## config.mk

```make
export PLATFORM = sky130hd
export DESIGN_NAME = ddr_cmd_sequencer_flat
export DESIGN_NICKNAME = d
export VERILOG_FILES = /design/src/rtl/ddr_cmd_sequencer_if.sv /design/src/rtl/ddr_cmd_sequencer.sv /design/src/flat_wrapper.sv
export SDC_FILE = /design/constraint.sdc
export NUM_CORES = 1
export LEC_CHECK = 0
export ABC_AREA = 1
export CORE_AREA = 4 4 85 87
export CTS_BUF_LIST = sky130_fd_sc_hd__clkbuf_4
export CTS_CLUSTER_SIZE = 30
export DETAILED_ROUTE_END_ITERATION = 12
export DIE_AREA = 0 0 89 91
export PLACE_DENSITY_LB_ADDON = 0.15
export SYNTH_ARGS = -nofsm -noshare
export SYNTH_HDL_FRONTEND = slang
export SYNTH_SLANG_ARGS = --single-unit
```

## constraint.sdc

```tcl
create_clock -name clk -period 2.8 [get_ports clk]
set_input_delay 0.84 -clock clk [delete_from_list [all_inputs] [get_ports clk]]
set_output_delay 0.84 -clock clk [all_outputs]
set_load 0.01 [all_outputs]
```

## src/rtl/ddr_cmd_sequencer_if.sv

```systemverilog
// Request handshake and DRAM command bus between a requester and ddr_cmd_sequencer.
// master = requester side, slave = sequencer side.
interface ddr_cmd_sequencer_if #(
   parameter int unsigned width   = 8,
   parameter int unsigned rows    = 128,
   parameter int unsigned columns = 64
);
   localparam int unsigned RW = $clog2(rows);
   localparam int unsigned CW = $clog2(columns);

   logic             req_valid;
   logic             req_ready;
   logic             req_we;
   logic [RW-1:0]    req_row;
   logic [CW-1:0]    req_col;
   logic [width-1:0] req_data;

   logic             ACT;
   logic             RD;
   logic             WR;
   logic             PR;
   logic             REF;
   logic [RW-1:0]    row;
   logic [CW-1:0]    column;
   logic [width-1:0] dq;
   logic             wr_req;
   logic             rd_req;

   modport master (
      output req_valid, req_we, req_row, req_col, req_data,
      input  req_ready, ACT, RD, WR, PR, REF, row, column, dq, wr_req, rd_req
   );

   modport slave (
      input  req_valid, req_we, req_row, req_col, req_data,
      output req_ready, ACT, RD, WR, PR, REF, row, column, dq, wr_req, rd_req
   );
endinterface

```

## src/rtl/ddr_cmd_sequencer.sv

```systemverilog
// Open-row request-to-command sequencer feeding the DRAM timing model.
// Optional auto refresh (tREFI/tRFC) is enabled by defining DDR_AUTO_REFRESH_EN.
module ddr_cmd_sequencer #(
   parameter int unsigned width   = 8,
   parameter int unsigned rows    = 128,
   parameter int unsigned columns = 64,
   parameter int unsigned TRCD    = 2,
   parameter int unsigned TRP     = 2,
   parameter int unsigned TRAS    = 5,
   parameter int unsigned TWR     = 2,
   parameter int unsigned TREFI   = 64,
   parameter int unsigned TRFC    = 4
) (
   input  logic               clk,
   input  logic               rst,
   input  logic               halt,
   ddr_cmd_sequencer_if.slave bus
);
   localparam int unsigned RW = $clog2(rows);
   localparam int unsigned CW = $clog2(columns);

   function automatic int unsigned max2(input int unsigned a, input int unsigned b);
      return (a > b) ? a : b;
   endfunction

   localparam int unsigned T_MAX = max2(max2(max2(TRCD, TRP), max2(TRAS, TWR)), TRFC);
   localparam int unsigned CNT_W = (T_MAX > 0) ? $clog2(T_MAX + 1) : 1;

   typedef logic [CNT_W-1:0] cnt_t;

   // Counters hold T-1: a wait state exits when the count reaches <=1, so the
   // follow-on command lands exactly T cycles after the one that loaded it.
   function automatic cnt_t wait_load(input int unsigned t);
      return cnt_t'((t > 1) ? t - 1 : 0);
   endfunction

   typedef enum logic [2:0] {
      IDLE,
      ACTIVATING,
      OPEN,
      PRECHARGING,
      REFRESHING
   } state_t;

   state_t           state_q;
   cnt_t             wait_q;
   cnt_t             tras_q;
   cnt_t             twr_q;

   logic             held_q;
   logic             held_we_q;
   logic [RW-1:0]    held_row_q;
   logic [CW-1:0]    held_col_q;
   logic [width-1:0] held_data_q;
   logic [RW-1:0]    open_row_q;

   logic             act_q, rd_q, wr_q, pr_q, ref_q;
   logic [RW-1:0]    row_q;
   logic [CW-1:0]    column_q;
   logic [width-1:0] dq_q;

   logic             ref_pend;
   logic             ref_issue;
   logic             row_hit;
   logic             pr_ok;

   always_comb begin
      row_hit   = held_q && (held_row_q == open_row_q);
      pr_ok     = (tras_q == '0) && (twr_q == '0);
      ref_issue = !halt && (state_q == IDLE) && ref_pend;
   end

`ifdef DDR_AUTO_REFRESH_EN
   localparam int unsigned TMR_W = (TREFI > 1) ? $clog2(TREFI) : 1;

   logic [TMR_W-1:0] refi_q;
   logic             ref_pend_q;

   // A wrap on the same edge as a REF issue keeps the new request pending.
   always_ff @(posedge clk) begin
      if (rst) begin
         refi_q     <= '0;
         ref_pend_q <= 1'b0;
      end else if (!halt) begin
         if (refi_q == TMR_W'(TREFI - 1)) begin
            refi_q     <= '0;
            ref_pend_q <= 1'b1;
         end else begin
            refi_q <= refi_q + 1'b1;
            if (ref_issue) ref_pend_q <= 1'b0;
         end
      end
   end

   assign ref_pend = ref_pend_q;
`else
   assign ref_pend = 1'b0;
`endif

   always_ff @(posedge clk) begin
      if (rst) begin
         state_q     <= IDLE;
         wait_q      <= '0;
         tras_q      <= '0;
         twr_q       <= '0;
         held_q      <= 1'b0;
         held_we_q   <= 1'b0;
         held_row_q  <= '0;
         held_col_q  <= '0;
         held_data_q <= '0;
         open_row_q  <= '0;
         act_q       <= 1'b0;
         rd_q        <= 1'b0;
         wr_q        <= 1'b0;
         pr_q        <= 1'b0;
         ref_q       <= 1'b0;
         row_q       <= '0;
         column_q    <= '0;
         dq_q        <= '0;
      end else if (halt) begin
         act_q <= 1'b0;
         rd_q  <= 1'b0;
         wr_q  <= 1'b0;
         pr_q  <= 1'b0;
         ref_q <= 1'b0;
      end else begin
         act_q <= 1'b0;
         rd_q  <= 1'b0;
         wr_q  <= 1'b0;
         pr_q  <= 1'b0;
         ref_q <= 1'b0;

         if (bus.req_valid && !held_q) begin
            held_q      <= 1'b1;
            held_we_q   <= bus.req_we;
            held_row_q  <= bus.req_row;
            held_col_q  <= bus.req_col;
            held_data_q <= bus.req_data;
         end

         if (tras_q != '0) tras_q <= tras_q - 1'b1;
         if (twr_q != '0)  twr_q  <= twr_q - 1'b1;

         case (state_q)
            IDLE: begin
               if (ref_pend) begin
                  ref_q   <= 1'b1;
                  wait_q  <= wait_load(TRFC);
                  state_q <= (TRFC > 1) ? REFRESHING : IDLE;
               end else if (held_q) begin
                  act_q      <= 1'b1;
                  row_q      <= held_row_q;
                  open_row_q <= held_row_q;
                  tras_q     <= wait_load(TRAS);
                  wait_q     <= wait_load(TRCD);
                  state_q    <= (TRCD > 1) ? ACTIVATING : OPEN;
               end
            end
            ACTIVATING: begin
               if (wait_q <= cnt_t'(1)) state_q <= OPEN;
               else                     wait_q  <= wait_q - 1'b1;
            end
            OPEN: begin
               if (ref_pend || (held_q && !row_hit)) begin
                  if (pr_ok) begin
                     pr_q    <= 1'b1;
                     wait_q  <= wait_load(TRP);
                     state_q <= (TRP > 1) ? PRECHARGING : IDLE;
                  end
               end else if (held_q) begin
                  column_q <= held_col_q;
                  held_q   <= 1'b0;
                  if (held_we_q) begin
                     wr_q  <= 1'b1;
                     dq_q  <= held_data_q;
                     twr_q <= wait_load(TWR);
                  end else begin
                     rd_q <= 1'b1;
                  end
               end
            end
            PRECHARGING, REFRESHING: begin
               if (wait_q <= cnt_t'(1)) state_q <= IDLE;
               else                     wait_q  <= wait_q - 1'b1;
            end
            default: state_q <= IDLE;
         endcase
      end
   end

   assign bus.req_ready = !held_q && !halt;
   assign bus.ACT       = act_q;
   assign bus.RD        = rd_q;
   assign bus.WR        = wr_q;
   assign bus.PR        = pr_q;
   assign bus.REF       = ref_q;
   assign bus.row       = row_q;
   assign bus.column    = column_q;
   assign bus.dq        = dq_q;
   assign bus.wr_req    = wr_q;
   assign bus.rd_req    = rd_q;
endmodule

```

## src/flat_wrapper.sv

```systemverilog
// flat-port wrapper written by rule: the top's interface ports become plain ports
module ddr_cmd_sequencer_flat 
#(
   parameter int unsigned width   = 8,
   parameter int unsigned rows    = 128,
   parameter int unsigned columns = 64,
   parameter int unsigned TRCD    = 2,
   parameter int unsigned TRP     = 2,
   parameter int unsigned TRAS    = 5,
   parameter int unsigned TWR     = 2,
   parameter int unsigned TREFI   = 64,
   parameter int unsigned TRFC    = 4
)
  (clk, rst, halt, bus_req_valid, bus_req_we, bus_req_row, bus_req_col, bus_req_data, bus_req_ready, bus_ACT, bus_RD, bus_WR, bus_PR, bus_REF, bus_row, bus_column, bus_dq, bus_wr_req, bus_rd_req);
  ddr_cmd_sequencer_if #(.width(width), .rows(rows), .columns(columns)) bus_i ();
  input  logic clk;
  input  logic rst;
  input  logic halt;
  input wire logic [$bits(bus_i.req_valid)-1:0] bus_req_valid;
  input wire logic [$bits(bus_i.req_we)-1:0] bus_req_we;
  input wire logic [$bits(bus_i.req_row)-1:0] bus_req_row;
  input wire logic [$bits(bus_i.req_col)-1:0] bus_req_col;
  input wire logic [$bits(bus_i.req_data)-1:0] bus_req_data;
  output wire logic [$bits(bus_i.req_ready)-1:0] bus_req_ready;
  output wire logic [$bits(bus_i.ACT)-1:0] bus_ACT;
  output wire logic [$bits(bus_i.RD)-1:0] bus_RD;
  output wire logic [$bits(bus_i.WR)-1:0] bus_WR;
  output wire logic [$bits(bus_i.PR)-1:0] bus_PR;
  output wire logic [$bits(bus_i.REF)-1:0] bus_REF;
  output wire logic [$bits(bus_i.row)-1:0] bus_row;
  output wire logic [$bits(bus_i.column)-1:0] bus_column;
  output wire logic [$bits(bus_i.dq)-1:0] bus_dq;
  output wire logic [$bits(bus_i.wr_req)-1:0] bus_wr_req;
  output wire logic [$bits(bus_i.rd_req)-1:0] bus_rd_req;
  assign bus_i.req_valid = bus_req_valid;
  assign bus_i.req_we = bus_req_we;
  assign bus_i.req_row = bus_req_row;
  assign bus_i.req_col = bus_req_col;
  assign bus_i.req_data = bus_req_data;
  assign bus_req_ready = bus_i.req_ready;
  assign bus_ACT = bus_i.ACT;
  assign bus_RD = bus_i.RD;
  assign bus_WR = bus_i.WR;
  assign bus_PR = bus_i.PR;
  assign bus_REF = bus_i.REF;
  assign bus_row = bus_i.row;
  assign bus_column = bus_i.column;
  assign bus_dq = bus_i.dq;
  assign bus_wr_req = bus_i.wr_req;
  assign bus_rd_req = bus_i.rd_req;
  ddr_cmd_sequencer #(.width(width), .rows(rows), .columns(columns), .TRCD(TRCD), .TRP(TRP), .TRAS(TRAS), .TWR(TWR), .TREFI(TREFI), .TRFC(TRFC)) u_core (.clk(clk), .rst(rst), .halt(halt), .bus(bus_i));
endmodule
```

**The metal 1 layer**

Cells faint in the background.
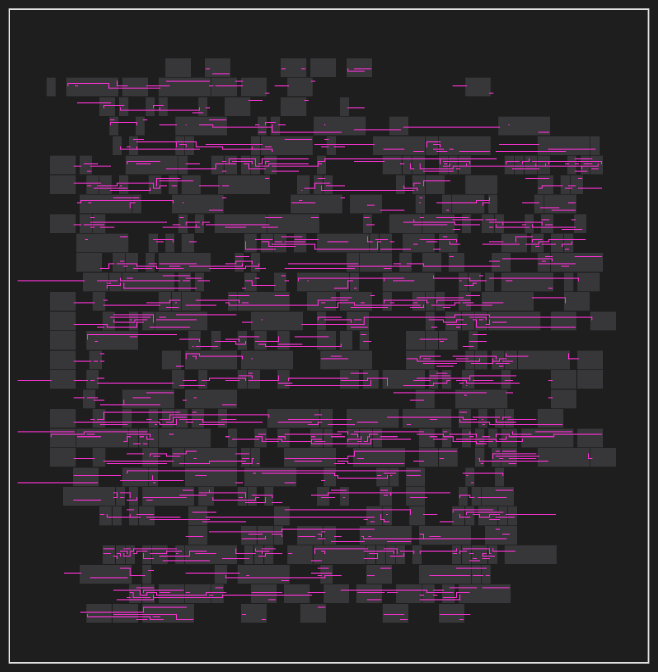
wire length on this layer: 2,540 um
share of all routed wire: 47%
longest straight run: 40.9 um
main direction: horizontal
nets with wire on the layer: 374

**The metal 2 layer**

Bar = 20 um.
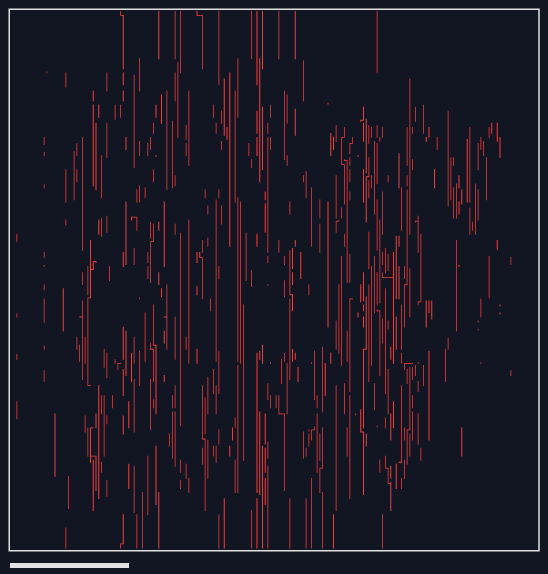
wire length on this layer: 2,500 um
share of all routed wire: 46%

**Signal wires on met3**

Bar = 20 um.
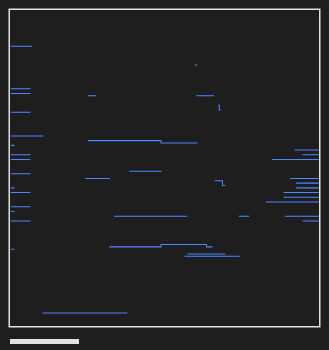
wire length on this layer: 324 um
nets with wire on the layer: 34
longest straight run: 24.1 um
share of all routed wire: 6.0%
main direction: horizontal

**Signal metal coverage by tile**

Bar = 20 um. The die is cut into 18 by 18 equal tiles; dark purple is low, yellow is high, scaled to the fullest tile. Values are wire area over tile area, all layers added.
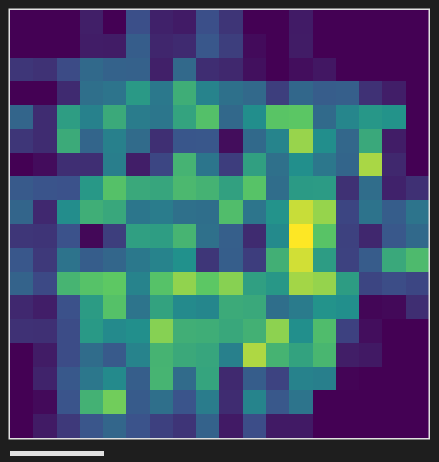
fullest tile: 0.34
nearly empty tiles: 17%
mean over tiles: 0.11

**Clock routing**

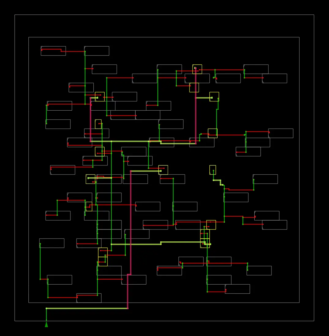
CTS buffer count: 9
number of clock buffers in the layout: 9

-- worst paths after layout --
check / end / slack [ps]
min: u_core.held_data_q[2] / 450
max: bus_req_ready / 290
min reg2reg: u_core.held_data_q[2] / 450
max reg2reg: u_core.state_q[0] / 990
-- where the power goes --
part | switching (uW) | internal, uW
Combinational | 216 | 156
Clock | 334 | 176
Sequential | 37.8 | 898
Total | 587 | 1230
-- flip-flops by register name (all words and copies together), names as in the netlist --
register            cells
u_core.held_data_q      8
u_core.wait_q           3
u_core.open_row_q       7
u_core.bus.RD           1
u_core.bus.dq           8
u_core.held_row_q       7
u_core.bus.PR           1
u_core.held_col_q       6
u_core.bus.ACT          1
u_core.bus.column       6
u_core.held_we_q        1
u_core.state_q          2
u_core.bus.WR           1
u_core.tras_q           3
u_core.twr_q            3
u_core.held_q           1
-- worst max-delay path, delay by kind of cell --
kind | cells | cell delay (ps)
AND/OR/NAND/NOR | 1 | 60
buffers and inverters | 2 | 770
-- area by class of cell --
type | instances | share of cell area, %
flip-flops and latches | 59 | 36.2
clock inverters | 7 | 1.38
repair buffers | 60 | 18.2
clock buffers | 9 | 2.07
inverters | 50 | 5.74
well taps | 77 | 2.95
multi-input cells | 207 | 33.5
-- per-layer routing --
| metal | part of all wire, % | up-vias | global-route usage [%] |
|---|---|---|---|
| li1 | - | 1174 | - |
| met1 | 47 | 945 | 19.3 |
| met2 | 46 | 50 | 22.6 |
| met3 | 5.9 | 7 | 3.26 |
| met4 | 1.4 | 0 | 7.69 |
| met5 | 0 | - | 0 |
-- timing repair --
item                       4_1_cts  5_1_grt
setup buffers                    0        0
resized                          1        0
setup endpoints to repair        1        0
==> Flow_metrics.wiki <==
== Implementation results ==
{| class="wikitable"
! Metric !! Value
|-
| Status || finished clean
|-
| Xor+xnor area frac || less than 1%
|-
| Yosys top cell area share || between 40% and 50%
|-
| Post-layout min period || roughly 2500 ps
|-
| Overall power of the completed layout || 1820 uW
|-
| OpenROAD warning count || 33
|-
| Worst path slowest cell || sky130_fd_sc_hd__clkdlybuf4s50_1
|-
| Primary FF master, synth || sky130_fd_sc_hd__dfxtp_1
|-
| Wire length per cell after detailed routing || between 10 and 15 um
|-
| CP Launch Type || input port
|-
| Chip Area || just over 8000 sq um
|-
| Synth Area in Compound Gates || 16.6%
|-
| Adders+Majority by Area || under 10%
|-
| I/O pin count || around 55
|-
| Number of instances in the synthesized netlist || 330
|-
| Number of hold buffers added after CTS || 0
|-
| CTS tree || yes
|-
| Most frequent logic cell in the layout || sky130_fd_sc_hd__dfxtp_1
|-
| Setup slack at placement || -9.29 ps
|-
| Library cell occupying the most area in the post-synthesis netlist || sky130_fd_sc_hd__dfxtp_1
|-
| Commonest cells post-synth || 59 x sky130_fd_sc_hd__dfxtp_1, 47 x sky130_fd_sc_hd__nand2_1, 42 x sky130_fd_sc_hd__inv_1, 41 x sky130_fd_sc_hd__a21oi_1, 34 x sky130_fd_sc_hd__nor2_1
|-
| Cell Chain, Critical Path || clkdlybuf4s50_1 -> nor2_1 -> dlygate4sd2_1
|-
| Hold Worst Slack || between 400 and 500 ps
|-
| Nets@finish || between 400 and 500
|-
| Non-filler instance count after layout || 469
|-
| Yosys stat cell total || 330
|-
| Worst hold stages || 2
|-
| Netlist area before placement || between 2000 and 3000 sq um
|-
| Core area || roughly 6300 sq um
|-
| Worst-path maximum fanout || 2
|-
| Final global-route overflow total || 0
|-
| Tally of filler cells in the layout || around 650
|-
| CP required || 1960 ps
|-
| Endpoint type of the worst setup path || primary output
|-
| Chip Height || about 91 um
|-
| H-tree Lvls || 3
|-
| Largest family of logic cells by area || simple AND/OR/NAND/NOR gates
|-
| Most instantiated logic cells after routing || 59 x sky130_fd_sc_hd__dfxtp_1, 52 x sky130_fd_sc_hd__clkdlybuf4s50_1, 47 x sky130_fd_sc_hd__nand2_1
|}
Power is estimated from default activity; no workload was simulated.
